**config.mk**
```make
export PLATFORM = sky130hd
export DESIGN_NAME = instr_fetch_responder_flat
export DESIGN_NICKNAME = d
export VERILOG_FILES = /design/src/rtl/instr_fetch_responder_if.sv /design/src/rtl/instr_fetch_responder.sv /design/src/flat_wrapper.sv
export SDC_FILE = /design/constraint.sdc
export NUM_CORES = 1
export LEC_CHECK = 0
export CORE_ASPECT_RATIO = 1.4
export CORE_UTILIZATION = 35
export DETAILED_ROUTE_END_ITERATION = 10
export PLACE_DENSITY_LB_ADDON = 0.3
export SKIP_LAST_GASP = 1
export SYNTH_ARGS = -nofsm -noshare
export SYNTH_HDL_FRONTEND = slang
export SYNTH_SLANG_ARGS = --single-unit
export TNS_END_PERCENT = 50
```
**constraint.sdc**
```tcl
create_clock -name clk -period 2.88 [get_ports clk]
set_input_delay 0.576 -clock clk [delete_from_list [all_inputs] [get_ports clk]]
set_output_delay 0.576 -clock clk [all_outputs]
set_load 0.03 [all_outputs]
```
**src/rtl/instr_fetch_responder_if.sv**
```systemverilog
// Instruction memory bus (waitrequest style) between the fetch responder and memory.
interface instr_fetch_responder_if;
    logic [31:0] mem_address;
    logic        mem_read;
    logic        mem_waitrequest;
    logic [31:0] mem_readdata;

    modport master (
        output mem_address,
        output mem_read,
        input  mem_waitrequest,
        input  mem_readdata
    );

    modport slave (
        input  mem_address,
        input  mem_read,
        output mem_waitrequest,
        output mem_readdata
    );
endinterface

```
**src/rtl/instr_fetch_responder.sv**
```systemverilog
// Fetch responder: one bus read per PC value, instruction handed to decode.
// Optional last-fetch hit buffer enabled by defining FETCH_LAST_HIT_EN.
module instr_fetch_responder #(
    parameter logic [31:0] RESET_VECTOR = 32'hBFC00000,
    parameter int unsigned MAX_WAIT     = 255
) (
    input  logic        clk,
    input  logic        reset,
    input  logic [31:0] pc_addr,
    input  logic        pc_halt,
    input  logic        hold_in,
    output logic        fetch_stall,
    output logic [31:0] instr_out,
    output logic        instr_valid,
    output logic        fetch_err,
    instr_fetch_responder_if.master mem
);

    typedef enum logic [2:0] {
        IDLE,
        ISSUE,
        DONE,
        HALTED,
        ERR
    } state_t;

    localparam logic [9:0] LAST_WAIT = 10'(MAX_WAIT - 1);

    state_t     state;
    logic [9:0] wait_cnt;

`ifdef FETCH_LAST_HIT_EN
    logic        hit_valid;
    logic [31:0] hit_tag;
    logic [31:0] hit_data;
    logic        hit;

    assign hit = hit_valid && (hit_tag == pc_addr);
`endif

    // PC enable must release in the very cycle decode accepts the word
    assign fetch_stall = reset || (state != DONE) || hold_in;

    always_ff @(posedge clk or posedge reset) begin
        if (reset) begin
            state           <= IDLE;
            mem.mem_read    <= 1'b0;
            mem.mem_address <= RESET_VECTOR;
            instr_out       <= 32'h0;
            instr_valid     <= 1'b0;
            fetch_err       <= 1'b0;
            wait_cnt        <= 10'd0;
`ifdef FETCH_LAST_HIT_EN
            hit_valid       <= 1'b0;
            hit_tag         <= 32'h0;
            hit_data        <= 32'h0;
`endif
        end else begin
            unique case (state)
                IDLE: begin
                    if (pc_halt) begin
                        state <= HALTED;
                    end else if (pc_addr[1:0] != 2'b00) begin
                        fetch_err <= 1'b1;
                        state     <= ERR;
`ifdef FETCH_LAST_HIT_EN
                    end else if (hit) begin
                        instr_out   <= hit_data;
                        instr_valid <= 1'b1;
                        state       <= DONE;
`endif
                    end else begin
                        mem.mem_address <= pc_addr;
                        mem.mem_read    <= 1'b1;
                        wait_cnt        <= 10'd0;
                        state           <= ISSUE;
                    end
                end
                ISSUE: begin
                    if (!mem.mem_waitrequest) begin
                        instr_out    <= mem.mem_readdata;
                        instr_valid  <= 1'b1;
                        mem.mem_read <= 1'b0;
                        state        <= DONE;
`ifdef FETCH_LAST_HIT_EN
                        hit_valid    <= 1'b1;
                        hit_tag      <= mem.mem_address;
                        hit_data     <= mem.mem_readdata;
`endif
                    end else if (wait_cnt == LAST_WAIT) begin
                        mem.mem_read <= 1'b0;
                        fetch_err    <= 1'b1;
                        state        <= ERR;
                    end else begin
                        wait_cnt <= wait_cnt + 10'd1;
                    end
                end
                DONE: begin
                    if (!hold_in) begin
                        instr_valid <= 1'b0;
                        state       <= IDLE;
                    end
                end
                HALTED, ERR: begin
                    mem.mem_read <= 1'b0;
                    instr_valid  <= 1'b0;
                end
                default: state <= IDLE;
            endcase
        end
    end

endmodule

```
**src/flat_wrapper.sv**
```systemverilog
// flat-port wrapper written by rule: the top's interface ports become plain ports
module instr_fetch_responder_flat 
#(
    parameter logic [31:0] RESET_VECTOR = 32'hBFC00000,
    parameter int unsigned MAX_WAIT     = 255
)
  (clk, reset, pc_addr, pc_halt, hold_in, fetch_stall, instr_out, instr_valid, fetch_err, mem_mem_address, mem_mem_read, mem_mem_waitrequest, mem_mem_readdata);
  instr_fetch_responder_if mem_i ();
  input  logic clk;
  input  logic reset;
  input  logic [31:0] pc_addr;
  input  logic pc_halt;
  input  logic hold_in;
  output logic fetch_stall;
  output logic [31:0] instr_out;
  output logic instr_valid;
  output logic fetch_err;
  output wire logic [$bits(mem_i.mem_address)-1:0] mem_mem_address;
  output wire logic [$bits(mem_i.mem_read)-1:0] mem_mem_read;
  input wire logic [$bits(mem_i.mem_waitrequest)-1:0] mem_mem_waitrequest;
  input wire logic [$bits(mem_i.mem_readdata)-1:0] mem_mem_readdata;
  assign mem_mem_address = mem_i.mem_address;
  assign mem_mem_read = mem_i.mem_read;
  assign mem_i.mem_waitrequest = mem_mem_waitrequest;
  assign mem_i.mem_readdata = mem_mem_readdata;
  instr_fetch_responder #(.RESET_VECTOR(RESET_VECTOR), .MAX_WAIT(MAX_WAIT)) u_core (.clk(clk), .reset(reset), .pc_addr(pc_addr), .pc_halt(pc_halt), .hold_in(hold_in), .fetch_stall(fetch_stall), .instr_out(instr_out), .instr_valid(instr_valid), .fetch_err(fetch_err), .mem(mem_i));
endmodule
```
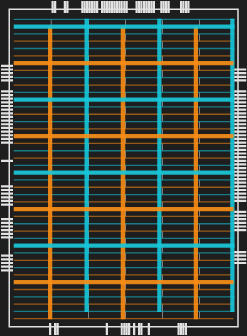
run_1/power_grid.png
Pins as bars on the die edge. Tap cells in gray.
color	net
cyan	VDD
orange	VSS
rows	41
tap cells	107

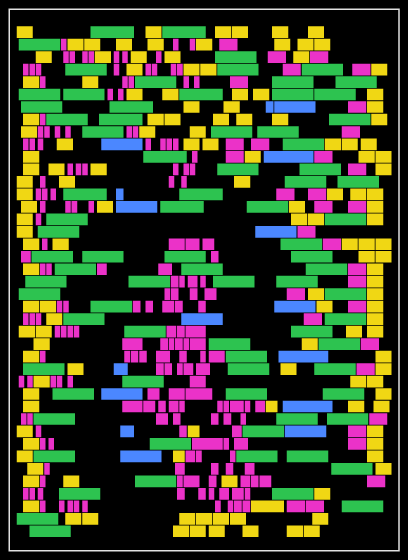
run_1/placement_by_type.png
color	class	cells
green	flops	80
magenta	combinational and other logic	210
blue	clock drivers and dummy loads	16
yellow	other buffers and delay cells	140
sequential share of cell area: 39.1%
Util after Layout: 56.3%
design area: 0.00514 sq mm
core area: 0.00913 sq mm
Rows: 41

==> reports/metrics.yaml, run 1 <==
synth_top_flop_cell: "dfrtp_1"
ys_area_sq_mm: 0.00335
warnings: 27
max_stage_delay_ps: 660
diodes: 0
r2r-end: "u_core.wait_cnt[7]$_DFFE_PP0P_"
routed_wl_mm: 7.67
pwr-share-seq_pct: 33.6
gr-usage-met2_pct: 28.7
syn_inst: 305
logic_gates: 205
rsz0062_at_grt: "false"
fill_cells: 800
yosys_warnings: 0
status: "complete, but fails checks"
worstPathRequired_ps: 2300
power_density_mw_per_mm2: 1120
nWellTaps: 107
grt_pass1_vias: 2653
area_dominant_class: "sequential cells"
grt_busiest_layer: "met2"
endpoint_kind: "primary output"
drc_errors: 11
critPathSlowestCell: "clkdlybuf4s50_1"
wl_per_cell_um: 13.9
grt_pass1_wl_mm: 12.9
worstSetupPathDepth: 4
grt_usage_pct: 16.6
worstSetupStartpointType: "primary input"
report.final.hold_viol_count: 0
crit_buf_inv: 2
n_all_buffers: 140
drt_iter0_markers: 116
synthArstFlopShare_pct: 100
die_y_um: 118
failed_checks: "DRC"
fin_tns_setup_ps: 0
drive_above_1_share_pct: 15.9
maxCapViolCount: 0
p_int_mw: 3.61
path_clk_slew_ps: 60
min_from: "u_core.mem.mem_address[29]$_DFFE_PP1P_"
ys_seq_share_pct: 60.1
use_met3_pct: 5.05
inverters_excl_clock: 5
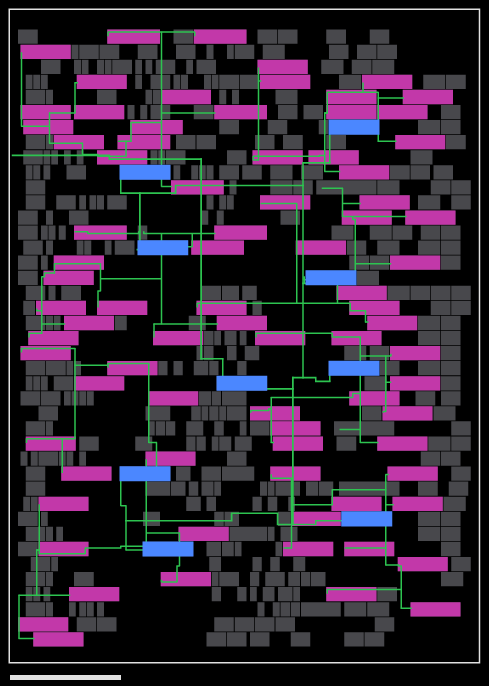
run_1/clk_routes.png
Bar = 20 um.
[blue] clock drivers | count: 9
[green] clock wires | length: 1050 um
[magenta] flip-flops | count: 80
flops lie	widely spread
routed clock nets	10
clk latency late pin: 340 ps
skew final: 4.63 ps
clock network power share: 22.6%
P_clk: 1.30 mW

## run 1: synthesized netlist by cell type (all sizes together), types with 2 or more instances
cell / count / share of area (%)
a21oi: 3 / 0.45
mux2: 32 / 11
o22ai: 3 / 0.56
and3: 2 / 0.37
nor2: 7 / 0.79
nor3b: 2 / 0.79
o21ai: 10 / 1.5
nor3: 7 / 1.0
and2: 3 / 0.56
a22o: 3 / 0.86
ha: 2 / 0.75
dfrtp: 71 / 53
nand2: 101 / 11
nand3: 8 / 1.2
inv: 5 / 0.56
dfstp: 9 / 7.1
clkbuf: 5 / 0.56
a21o: 3 / 0.71
buf: 10 / 2.1
nor2b: 2 / 0.37
## run 1: power by group through the flow
stage	Sequential [mW]	Combinational [mW]	Clock, mW
finish	1.93	2.51	1.30
global route	2.00	2.67	1.39
CTS	1.94	2.54	1.34
detailed placement	1.95	2.54	0
global placement	1.92	2.51	0
floorplan	2.74	0.662	0
## run 1: stage by stage
| stage | std cells | hold slack (ps) | setup slack, ps | total power [mW] | utilization (%) |
|---|---|---|---|---|---|
| CTS | 553 | 461 | 424 | 5.83 | 56.3 |
| global route | 553 | 475 | 339 | 6.06 | 56.3 |
| detailed placement | 537 | 450 | 423 | 4.49 | 52.6 |
| global placement | 537 | 445 | 424 | 4.43 | 52.6 |
| floorplan | 305 | 519 | 267 | 3.40 | - |
| finish | 553 | 456 | 429 | 5.75 | 56.3 |
## run 1: routing by layer
metal,share of wire [%],up-vias
met3,7.2,13
met2,51,94
li1,-,1294
met5,0,-
met4,1.6,0
met1,40,1258
## run 1: registers in the layout (all words and copies together) (netlist names)
signal and cells:
u_core.mem.mem_read 1, u_core.fetch_err 1, u_core.instr_valid 1, u_core.mem.mem_address 32
u_core.wait_cnt 10, u_core.instr_out 32, u_core.state 3
--- run 2 (diff from run 1) ---
- GPL_TIMING_DRIVEN: not set -> 0
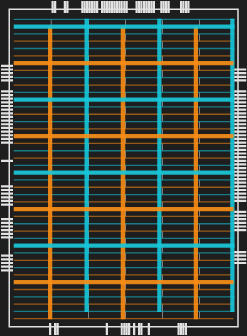
run_2/power_grid.png
Pins as bars on the die edge. Tap cells in gray.
color	net
orange	VSS
cyan	VDD
met1 rails	42
tap cells	107
rows	41
met5 straps	8

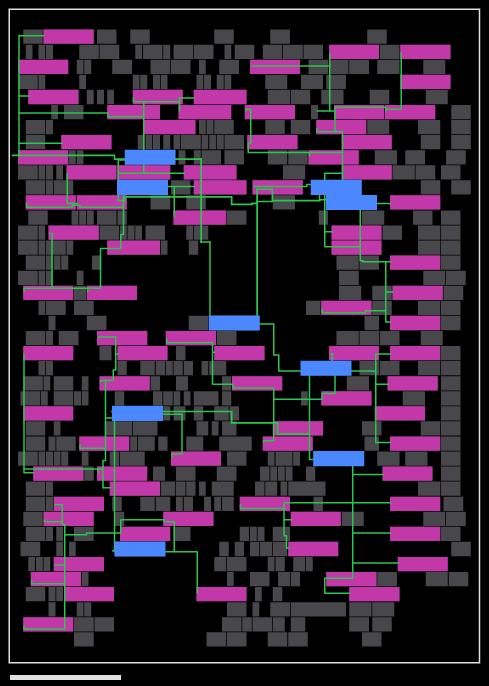
run_2/clk_routes.png
Bar = 20 um.
[magenta] flip-flops | count: 80
[blue] clock drivers | count: 9
[green] clock wires | length: 988 um
flops lie	widely spread
routed clock nets	10

==> run 2 against run 1 <==
Effect of this change: the run still ends with DRC left; first-iteration DRC count grew 13%; worst hold slack improved by 2.4 ps; count of clock-buffer cells in the layout rose by 3; critical path depth stayed put; setup slack got worse by 35 ps; routed wire length is 2.0% lower; fmax down 1.4%; combinational power is 4% higher; power decreased by 4.4%; die area unchanged; non-clock buffer count up 12; synthesized area unchanged.
==> reports/metrics.yaml, run 2 <==
status: "complete, but fails checks"
failed_checks: "DRC"
drt_iter0_markers: 131  # +13%
fin_tns_setup_ps: 0  # unchanged
dp.cells: 549  # +2.2%
maxCapViolCount: 0  # unchanged
ys_seq_share_pct: 60.1  # unchanged
wl_per_cell_um: 13.3  # -4.1%
drc_errors: 11  # unchanged
total_power_mw: 5.50  # -4.4%
ys_area_sq_mm: 0.00335  # unchanged
stdcell_count: 565  # +2.2%
grt_usage_pct: 16.0  # -0.60 points
holdWs_ps: 458  # +2.42 ps
yosys_warnings: 0  # unchanged
utilization_pct: 56.3  # about the same
report.final.hold_viol_count: 0  # unchanged
topCellsByArea: "dfrtp_1 (53%), nand2_1 (11%), mux2_2 (11%), dfstp_2 (7.1%), o21ai_0 (1.5%)"
synthArstFlopShare_pct: 100  # unchanged
final_area_sq_mm: 0.00514  # about the same
top_area_cell: "dfrtp_1"
worstPathRequired_ps: 2300  # about the same
-- run 2: netlist changes by cell type in the layout (fill, tap and decap cells not counted), moves of 2 or more --
cell,before,now
clkbuf_1,0,7
bufinv_16,3,0
buf_2,0,5
buf_6,0,2
-- run 2: final cells by class --
| cell class | count | area [sq um] |
|---|---|---|
| Tap cell | 107 | 134 |
| Inverter | 5 | 21.3 |
| Multi-Input combinational cell | 205 | 1230 |
| Sequential cell | 80 | 2010 |
| Clock inverter | 4 | 20.0 |
| Buffer | 15 | 88.8 |
| Timing Repair Buffer | 137 | 1390 |
| Clock buffer | 12 | 246 |
| Fill cell | 800 | 3990 |
-- run 2: how the worst min path moves through the flow --
| stage | to | slack [ps] | depth (start not counted) |
|---|---|---|---|
| 3_3_place_gp | u_core.mem.mem_address[28]$_DFFE_PP1P_ | 440 | 2 |
| 2_1_floorplan | u_core.mem.mem_address[22]$_DFFE_PP1P_ | 520 | 2 |
| 4_1_cts | u_core.mem.mem_address[24]$_DFFE_PP1P_ | 460 | 2 |
| 5_1_grt | u_core.mem.mem_address[22]$_DFFE_PP1P_ | 480 | 2 |
| 3_5_place_dp | u_core.mem.mem_address[24]$_DFFE_PP1P_ | 450 | 2 |
| 6_report | u_core.mem.mem_address[22]$_DFFE_PP1P_ | 460 | 2 |
-- run 2: layer usage --
metal | routed length, um | GRT usage [%] | up-vias
met2 | 3850 | 27.9 | 105
li1 | - | - | 1318
met3 | 589 | 5.05 | 6
met5 | 0 | 0 | -
met1 | 3010 | 18.2 | 1282
met4 | 64 | 5.40 | 0
-- run 2: critical path, cell delays in order --
cell and delay, ps:
clkdlybuf4s50_1 530, nor3_1 60, nand2_1 80, clkdlybuf4s50_1 660
Power figures rest on the tool's default switching activity, not on a simulated workload.
